File: config.mk
export PLATFORM = sky130hd
export DESIGN_NAME = soft_event_gen
export DESIGN_NICKNAME = d
export VERILOG_FILES = /design/src/rtl/soft_event_gen.sv
export SDC_FILE = /design/constraint.sdc
export NUM_CORES = 1
export LEC_CHECK = 0
export CORE_ASPECT_RATIO = 2
export CORE_UTILIZATION = 40
export DETAILED_ROUTE_END_ITERATION = 10
export GPL_ROUTABILITY_DRIVEN = 0
export PLACE_DENSITY = 0.66
export SYNTH_ARGS = -nofsm -noshare
export SYNTH_HDL_FRONTEND = slang
export SYNTH_SLANG_ARGS = --single-unit
File: constraint.sdc
create_clock -name clk -period 3.6 [get_ports clk]
set_input_delay 0.72 -clock clk [delete_from_list [all_inputs] [get_ports clk]]
set_output_delay 0.72 -clock clk [all_outputs]
set_load 0.01 [all_outputs]
File: src/rtl/soft_event_gen.sv
// soft_event_gen: software-commanded soft-event pulse bursts toward the event-trigger path.
// Each pulse is W cycles high then G cycles low; burst_count=0 runs until aborted.
module soft_event_gen #(
  parameter int PW_WIDTH  = 8,
  parameter int CNT_WIDTH = 16
) (
  input  logic                 clk,
  input  logic                 reset,
  input  logic                 clk_enable,
  input  logic                 sw_req,
  input  logic                 sw_abort,
  input  logic [PW_WIDTH-1:0]  pulse_width,
  input  logic [CNT_WIDTH-1:0] gap_cycles,
  input  logic [CNT_WIDTH-1:0] burst_count,
  output logic                 evg_soft_event,
  output logic                 busy,
  output logic                 done,
  output logic                 aborted,
  output logic                 req_overrun,
  output logic [CNT_WIDTH-1:0] pulses_sent
);
  // state | meaning
  // IDLE  | no burst in progress, line low
  // HIGH  | line high for the latched width
  // LOW   | line low for the latched gap
  typedef enum logic [1:0] {IDLE = 2'd0, HIGH = 2'd1, LOW = 2'd2} state_t;

  localparam logic [CNT_WIDTH-1:0] CNT_ONE = {{(CNT_WIDTH-1){1'b0}}, 1'b1};
  localparam logic [CNT_WIDTH-1:0] CNT_MAX = '1;
  localparam logic [PW_WIDTH-1:0]  PW_ONE  = {{(PW_WIDTH-1){1'b0}}, 1'b1};

  state_t               state, state_nxt;
  logic [CNT_WIDTH-1:0] phase_cnt, phase_nxt;
  logic [PW_WIDTH-1:0]  width_lat, width_nxt, width_in;
  logic [CNT_WIDTH-1:0] gap_lat, gap_nxt, gap_in;
  logic [CNT_WIDTH-1:0] count_lat, count_nxt, sent_nxt;
  logic [CNT_WIDTH-1:0] width_in_ext, width_lat_ext;
  logic                 phase_end, last_pulse, start, abort_act;
  logic                 evg_nxt, busy_nxt, done_nxt, aborted_nxt, overrun_nxt;

  assign width_in   = (pulse_width == '0) ? PW_ONE : pulse_width;
  assign gap_in     = (gap_cycles == '0) ? CNT_ONE : gap_cycles;
  assign phase_end  = (phase_cnt == '0);
  assign last_pulse = (count_lat != '0) && (pulses_sent == count_lat);
  assign start      = (state == IDLE) && sw_req && !sw_abort;
  assign abort_act  = (state != IDLE) && sw_abort;

  always_comb begin
    width_in_ext                 = '0;
    width_in_ext[PW_WIDTH-1:0]   = width_in;
    width_lat_ext                = '0;
    width_lat_ext[PW_WIDTH-1:0]  = width_lat;
  end

  always_ff @(posedge clk) begin
    if (reset)           state <= IDLE;
    else if (clk_enable) state <= state_nxt;
  end

  always_comb begin
    state_nxt = state;
    case (state)
      IDLE: if (start) state_nxt = HIGH;
      HIGH: begin
        if (sw_abort)       state_nxt = IDLE;
        else if (phase_end) state_nxt = LOW;
      end
      LOW: begin
        if (sw_abort)       state_nxt = IDLE;
        else if (phase_end) state_nxt = last_pulse ? IDLE : HIGH;
      end
      default: state_nxt = IDLE;
    endcase
  end

  // phase_cnt is a down-counter holding remaining cycles of the current phase minus one
  always_comb begin
    phase_nxt   = phase_cnt;
    width_nxt   = width_lat;
    gap_nxt     = gap_lat;
    count_nxt   = count_lat;
    sent_nxt    = pulses_sent;
    overrun_nxt = req_overrun;
    if (start) begin
      width_nxt   = width_in;
      gap_nxt     = gap_in;
      count_nxt   = burst_count;
      phase_nxt   = width_in_ext - CNT_ONE;
      sent_nxt    = CNT_ONE;
      overrun_nxt = 1'b0;
    end else if (state != IDLE && !sw_abort) begin
      if (sw_req) overrun_nxt = 1'b1;
      if (!phase_end) begin
        phase_nxt = phase_cnt - CNT_ONE;
      end else if (state == HIGH) begin
        phase_nxt = gap_lat - CNT_ONE;
      end else if (!last_pulse) begin
        phase_nxt = width_lat_ext - CNT_ONE;
        if (pulses_sent != CNT_MAX) sent_nxt = pulses_sent + CNT_ONE;
      end
    end
    evg_nxt     = (state_nxt == HIGH);
    busy_nxt    = (state_nxt != IDLE);
    done_nxt    = (state == LOW) && !sw_abort && phase_end && last_pulse;
    aborted_nxt = abort_act;
  end

  always_ff @(posedge clk) begin
    if (reset) begin
      phase_cnt      <= '0;
      width_lat      <= '0;
      gap_lat        <= '0;
      count_lat      <= '0;
      pulses_sent    <= '0;
      evg_soft_event <= 1'b0;
      busy           <= 1'b0;
      done           <= 1'b0;
      aborted        <= 1'b0;
      req_overrun    <= 1'b0;
    end else begin
      // strobes must drop even while the block is frozen
      done    <= clk_enable & done_nxt;
      aborted <= clk_enable & aborted_nxt;
      if (clk_enable) begin
        phase_cnt      <= phase_nxt;
        width_lat      <= width_nxt;
        gap_lat        <= gap_nxt;
        count_lat      <= count_nxt;
        pulses_sent    <= sent_nxt;
        evg_soft_event <= evg_nxt;
        busy           <= busy_nxt;
        req_overrun    <= overrun_nxt;
      end
    end
  end

endmodule
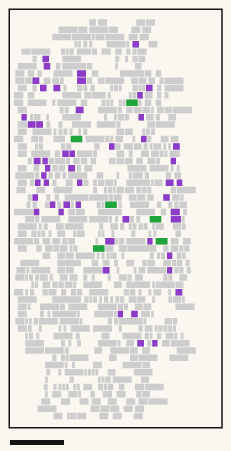
*Selected gate families*
Bar = 20 um.
legend:
  purple:
    family: AND and OR gates
    cells: 51
    most_used: or4_1
  green:
    family: adder and majority cells
    cells: 6
    most_used: ha_1
    where: centre
number of cells in the finished layout apart from fillers: 801
most numerous logic cell after layout: sky130_fd_sc_hd__nand2_1
fraction of area in multi-input gates: 49.82%

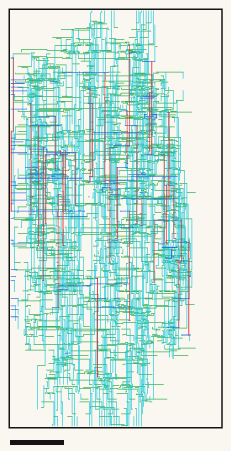
*Routed metal, one colour a layer*
Bar = 20 um.
legend:
  cyan:
    layer: met2
    wire_length: 8410 um
  blue:
    layer: met3
    wire_length: 514 um
  red:
    layer: met4
    wire_length: 977 um
  green:
    layer: met1
    wire_length: 5010 um

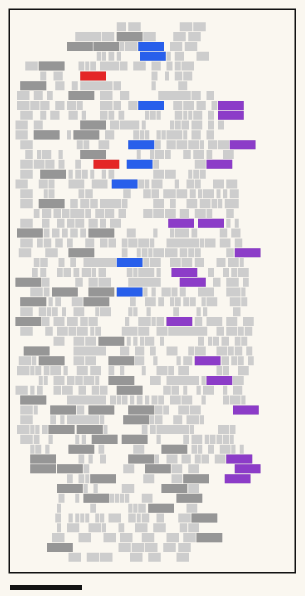
*Where the registers sit*
Bar = 20 um. Other sequential cells in the stronger grey, the rest of the logic in the fainter grey.
legend:
  red:
    signal: state
    sequential_cells: 2
  blue:
    signal: width_lat
    sequential_cells: 8
  purple:
    signal: phase_cnt
    sequential_cells: 16

==> flow_summary.html <==
<h2>Synthesis and place &amp; route</h2>
<table>
<tr><th>Metric</th><th>Value</th></tr>
<tr><th colspan="2">Synthesis</th></tr>
<tr><td>Area share, top type</td><td>33.51%</td></tr>
<tr><td>Number of distinct library cells after synthesis</td><td>63</td></tr>
<tr><td>Net count entering floorplan</td><td>655</td></tr>
<tr><td>Chip area estimate from yosys synthesis</td><td>4720 um2</td></tr>
<tr><td>Most common cell in the netlist</td><td>sky130_fd_sc_hd__nand2_1</td></tr>
<tr><td>Total standard cell area after synthesis</td><td>4720 um2</td></tr>
<tr><td>Count of library flops with an enable pin</td><td>0</td></tr>
<tr><td>Area contributors post-synth</td><td>sky130_fd_sc_hd__dfxtp_1 34%, sky130_fd_sc_hd__a21oi_1 7.1%, sky130_fd_sc_hd__nand2_1 6.4%, sky130_fd_sc_hd__xnor2_1 5.9%, sky130_fd_sc_hd__o21ai_0 3.0%</td></tr>
<tr><td>Share of synthesized cell area in and, or, nand and nor gates</td><td>between 20 and 30%</td></tr>
<tr><td>Most used standard cells in the synthesized netlist</td><td>80 x sky130_fd_sc_hd__nand2_1, 79 x sky130_fd_sc_hd__dfxtp_1, 67 x sky130_fd_sc_hd__a21oi_1, 32 x sky130_fd_sc_hd__nor2_1, 32 x sky130_fd_sc_hd__xnor2_1</td></tr>
<tr><td>Leading register cell type out of synthesis</td><td>sky130_fd_sc_hd__dfxtp_1</td></tr>
<tr><td>Synth logic family</td><td>simple AND/OR/NAND/NOR gates</td></tr>
<tr><td>Multiplexer share of the synthesized area</td><td>less than 1%</td></tr>
<tr><td>Cells in synth_stat.txt</td><td>slightly above 600</td></tr>
<tr><td>Post-Syn Instances</td><td>604</td></tr>
<tr><td>Post-Synth XOR/XNOR Area</td><td>7.423%</td></tr>
<tr><td>Number of warnings reported in the yosys synthesis log</td><td>0</td></tr>
<tr><td>Adder Area Share</td><td>around 1.6%</td></tr>
<tr><td>Register area share after synthesis</td><td>33.51%</td></tr>
<tr><td>AND-OR/OR-AND Cells, Area Fraction</td><td>22.03%</td></tr>
<tr><td>Mean Syn Cell Area</td><td>7.814 um2</td></tr>
<tr><td>Fraction of registers with async set or reset after synthesis</td><td>0%</td></tr>
<tr><td>Most area-hungry cell type in the Yosys netlist</td><td>sky130_fd_sc_hd__dfxtp_1</td></tr>
<tr><td>Synthesized flop and latch total</td><td>79</td></tr>
<tr><th colspan="2">Cells and area</th></tr>
<tr><td>Most used cells in the layout excluding fill and tap cells</td><td>80 x sky130_fd_sc_hd__nand2_1, 79 x sky130_fd_sc_hd__dfxtp_1, 67 x sky130_fd_sc_hd__a21oi_1, 64 x sky130_fd_sc_hd__clkdlybuf4s50_1</td></tr>
<tr><td>Number of nets in the finished design</td><td>slightly above 700</td></tr>
<tr><td>Multi-input gate area in the final layout</td><td>2875 um2</td></tr>
<tr><td>Ant diodes</td><td>0</td></tr>
<tr><td>Summed area of non-filler cells in the final layout</td><td>5772 um2</td></tr>
<tr><td>FF+latch area</td><td>~1600 um2</td></tr>
<tr><td>Layout overhead on the synthesized area</td><td>22.30%</td></tr>
<tr><td>Fraction of layout cells with a size suffix above 1</td><td>7.284%</td></tr>
<tr><td>Layout filler cell count</td><td>~1.2k</td></tr>
<tr><th colspan="2">Floorplan</th></tr>
<tr><td>Effective utilization at floorplan</td><td>41.31%</td></tr>
<tr><td>Die Wd</td><td>78.81 um</td></tr>
<tr><td>Die Size</td><td>12260 um2</td></tr>
<tr><td>Core Region</td><td>11420 um2</td></tr>
<tr><td>Die H</td><td>155.6 um</td></tr>
<tr><td>Top-level I/O count</td><td>66</td></tr>
<tr><td>Number of standard-cell rows in the floorplan</td><td>55</td></tr>
<tr><th colspan="2">Final timing</th></tr>
<tr><td>Final Max Slew Viols</td><td>0</td></tr>
<tr><td>Setup TNS Final</td><td>0 ns</td></tr>
<tr><td>Worst setup skew after layout</td><td>0.007563 ns</td></tr>
<tr><td>Setup violations, final</td><td>0</td></tr>
<tr><td>Shortest period the worst path allows</td><td>3.093 ns</td></tr>
<tr><td>Normalized max-slew margin</td><td>41.99%</td></tr>
<tr><td>RSZ-0062 raised after global routing</td><td>no</td></tr>
<tr><td>Hold Violations, Final</td><td>0</td></tr>
<tr><td>Upper clock frequency limit</td><td>323.3 MHz</td></tr>
<tr><td>Share of the clock period used by the worst path after layout</td><td>85.92%</td></tr>
<tr><td>Transition at the pin with the smallest max-transition slack</td><td>0.8670 ns</td></tr>
<tr><td>Minimum setup slack in the final design</td><td>slightly above 0.5 ns</td></tr>
<tr><th colspan="2">Global routing</th></tr>
<tr><td>Top Usage Layer GRT</td><td>met2</td></tr>
<tr><td>Global Route met2 Usage</td><td>48.94%</td></tr>
<tr><td>Pin count of the biggest net entering global routing</td><td>41</td></tr>
<tr><td>Number of global-route vias before repair</td><td>4776</td></tr>
<tr><td>Number of antenna violations at the first check in global routing</td><td>0</td></tr>
<tr><td>Overall routing resource usage</td><td>25.13%</td></tr>
<tr><td>Global-route wire length before repair</td><td>roughly 24000 um</td></tr>
<tr><td>Total overflow reported by the global router</td><td>0</td></tr>
<tr><th colspan="2">Setup path</th></tr>
<tr><td>Count of buffer and inverter cells on the critical path</td><td>1</td></tr>
<tr><td>Max stage delay on crit path</td><td>0.60 ns</td></tr>
<tr><td>Reg2reg start</td><td>phase_cnt[0]</td></tr>
<tr><td>Slowest-stage cell, CP</td><td>sky130_fd_sc_hd__or4_4</td></tr>
<tr><td>Worst EP arrival</td><td>3.28 ns</td></tr>
<tr><td>FF-to-FF path depth</td><td>8</td></tr>
<tr><td>Type of destination of the critical path</td><td>register</td></tr>
<tr><td>Critical path class</td><td>reg -&gt; reg</td></tr>
<tr><td>Critical Path Source Type</td><td>register</td></tr>
<tr><td>Top Family by Delay on Critical Path</td><td>simple AND/OR/NAND/NOR gates</td></tr>
<tr><td>CP Cell Sequence</td><td>inv_1 &gt; ha_1 &gt; or4b_2 &gt; or4_4 &gt; nor3_1 &gt; and3_1 &gt; or2_2 &gt; a221oi_1</td></tr>
<tr><td>Required time reported for the critical path endpoint</td><td>around 3.8 ns</td></tr>
<tr><td>Endpoint of the most critical register-to-register path</td><td>phase_cnt[14]</td></tr>
<tr><td>Worst reg-to-reg setup slack</td><td>0.51 ns</td></tr>
<tr><td>Critical path peak fanout</td><td>12</td></tr>
<tr><th colspan="2">Routing</th></tr>
<tr><td>Top routing layer used</td><td>met4</td></tr>
<tr><td>Routed length on met1</td><td>5013 um</td></tr>
<tr><td>Final wirelength</td><td>14910 um</td></tr>
<tr><td>Number of antenna-violating nets in the routed design</td><td>0</td></tr>
<tr><td>Average routed wire per standard cell</td><td>18.62 um</td></tr>
<tr><td>Routed wl met2</td><td>8409 um</td></tr>
<tr><td>1st-iter DRT viols</td><td>287</td></tr>
<tr><td>DRC violations left</td><td>0</td></tr>
<tr><td>Per-cell via count in the routed design</td><td>6.114</td></tr>
<tr><td>Met3 layer wire length in the routed design</td><td>513 um</td></tr>
<tr><td>Routed vias</td><td>4897</td></tr>
<tr><td>Drt pass-1 iters</td><td>6</td></tr>
<tr><th colspan="2">Power</th></tr>
<tr><td>Worst ir drop on vdd</td><td>276.8 uV</td></tr>
<tr><td>Combinational power share</td><td>between 20% and 30%</td></tr>
<tr><td>Proportion of power drawn by the clock network</td><td>38.8%</td></tr>
<tr><td>Pint</td><td>1.779 mW</td></tr>
<tr><td>PD cells</td><td>roughly 450 nW/um2</td></tr>
<tr><td>Part of the total power dissipated in sequential elements</td><td>37.1%</td></tr>
<tr><td>Power spent charging and discharging nets</td><td>0.7907 mW</td></tr>
<tr><td>Total power</td><td>approximately 2.6 mW</td></tr>
<tr><td>Switching Fraction</td><td>30.77%</td></tr>
<tr><td>Leakage dissipation</td><td>1.961 nW</td></tr>
<tr><th colspan="2">Clock network</th></tr>
<tr><td>Clock transition time at the flip-flop clock pins of the worst setup and hold paths</td><td>0.06 ns</td></tr>
<tr><td>H-tree depth reported by CTS</td><td>3</td></tr>
<tr><td>Maximum count of clock buffers along a single path</td><td>2</td></tr>
<tr><td>Clock sink count</td><td>79</td></tr>
<tr><td>Clk_lat worst skew</td><td>between 0.3 and 0.4 ns</td></tr>
<tr><td>Number of buffers created by CTS</td><td>9</td></tr>
<tr><td>Post-CTS Repair Setup Buffers</td><td>0</td></tr>
<tr><td>Post-cts hold-fix buffer tally</td><td>0</td></tr>
<tr><td>CTS tree</td><td>yes</td></tr>
<tr><td>Clock root buffer master</td><td>sky130_fd_sc_hd__clkbuf_16</td></tr>
<tr><td>CTS resizes</td><td>0</td></tr>
<tr><th colspan="2">Run</th></tr>
<tr><td>Max Cap Viol</td><td>0</td></tr>
<tr><td>Number of warnings in the stage logs</td><td>27</td></tr>
<tr><th colspan="2">Worst hold path</th></tr>
<tr><td>Kind of path behind the tightest hold check</td><td>reg -&gt; reg</td></tr>
<tr><td>Beginning of the worst hold path</td><td>req_overrun</td></tr>
<tr><td>Hold Path Depth</td><td>2</td></tr>
<tr><td>Hold worst-path end</td><td>req_overrun</td></tr>
<tr><th colspan="2">Run status</th></tr>
<tr><td>Status</td><td>complete, no violations</td></tr>
<tr><th colspan="2">Placement</th></tr>
<tr><td>Post-detailed-placement half-perimeter wirelength</td><td>11430 um</td></tr>
<tr><td>Pre-CTS worst setup slack</td><td>0.3790 ns</td></tr>
<tr><td>Cell area after placement</td><td>5450 um2</td></tr>
<tr><td>Count of buffers from port buffering</td><td>65</td></tr>
</table>
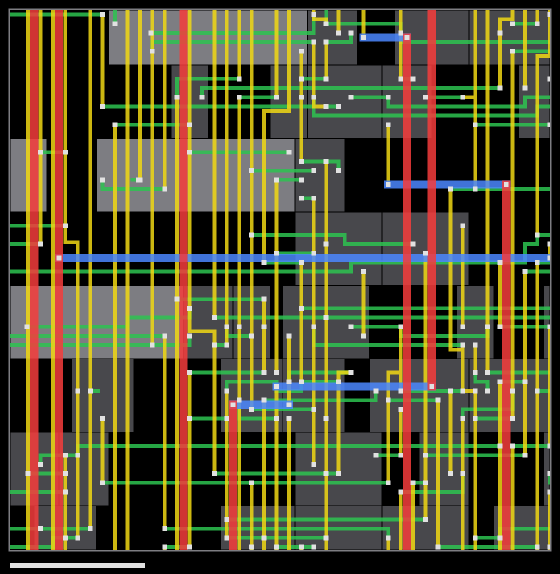
*Close-up of the layout*
Bar = 5 um. Window x 29 to 49, y 99 to 119 um. Cells in grey, sequential cells in the stronger grey; small squares are vias.
legend:
  yellow:
    layer: met2
  blue:
    layer: met3
  green:
    layer: met1
  red:
    layer: met4
cells with their middle in the window: 31
netlist names of flops here include: width_lat (3)
most frequent: xnor2_1 (4), nand2_1 (4), a21oi_1 (4)
sequential cells in the window: 3

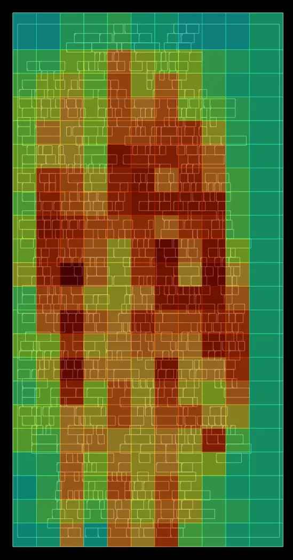
*Routing congestion map*
met3 GRT Util: 3.216%
met1 usage in global routing: 22.52%

-- state kept, by name (all words and copies together) (netlist names) --
signal / cells
done: 1
pulses_sent: 16
phase_cnt: 16
req_overrun: 1
gap_lat: 16
width_lat: 8
evg_soft_event: 1
busy: 1
count_lat: 16
state: 2
aborted: 1
-- per-stage QoR --
stage,utilization (%),hold slack [ns],std cells
2_1_floorplan,-,0.4585,604
3_3_place_gp,47.71,0.4587,785
3_5_place_dp,47.71,0.4631,785
4_1_cts,50.53,0.4783,801
5_1_grt,50.53,0.5123,801
6_report,50.53,0.4725,801
-- cell type report --
cell class | instances | share of cell area (%)
Clock buffer | 10 | 3.967
Timing Repair Buffer | 76 | 12.83
Tap cell | 142 | 3.078
Multi-Input combinational cell | 468 | 49.82
Sequential cell | 79 | 27.40
Clock inverter | 6 | 1.604
Inverter | 20 | 1.301
-- power groups by stage --
stage | sequential [mW] | combinational [mW] | clock [mW]
2_1_floorplan | 0.956 | 0.443 | 0
3_3_place_gp | 0.971 | 0.601 | 0
3_5_place_dp | 0.972 | 0.609 | 0
4_1_cts | 0.953 | 0.612 | 1.01
5_1_grt | 0.958 | 0.677 | 1.05
6_report | 0.954 | 0.618 | 0.998
-- worst max path at each step --
stage            startpoint              end  slack, ns  cells after the start
6_report       phase_cnt[0]    phase_cnt[14]       0.51                      8
5_1_grt        phase_cnt[0]    phase_cnt[10]       0.31                      8
4_1_cts        phase_cnt[0]    phase_cnt[14]       0.53                      8
3_5_place_dp         sw_req  pulses_sent[11]       0.38                      6
3_3_place_gp         sw_req   pulses_sent[5]       0.44                      6
2_1_floorplan  phase_cnt[0]   pulses_sent[9]       0.83                      9
Power figures rest on the tool's default switching activity, not on a simulated workload.
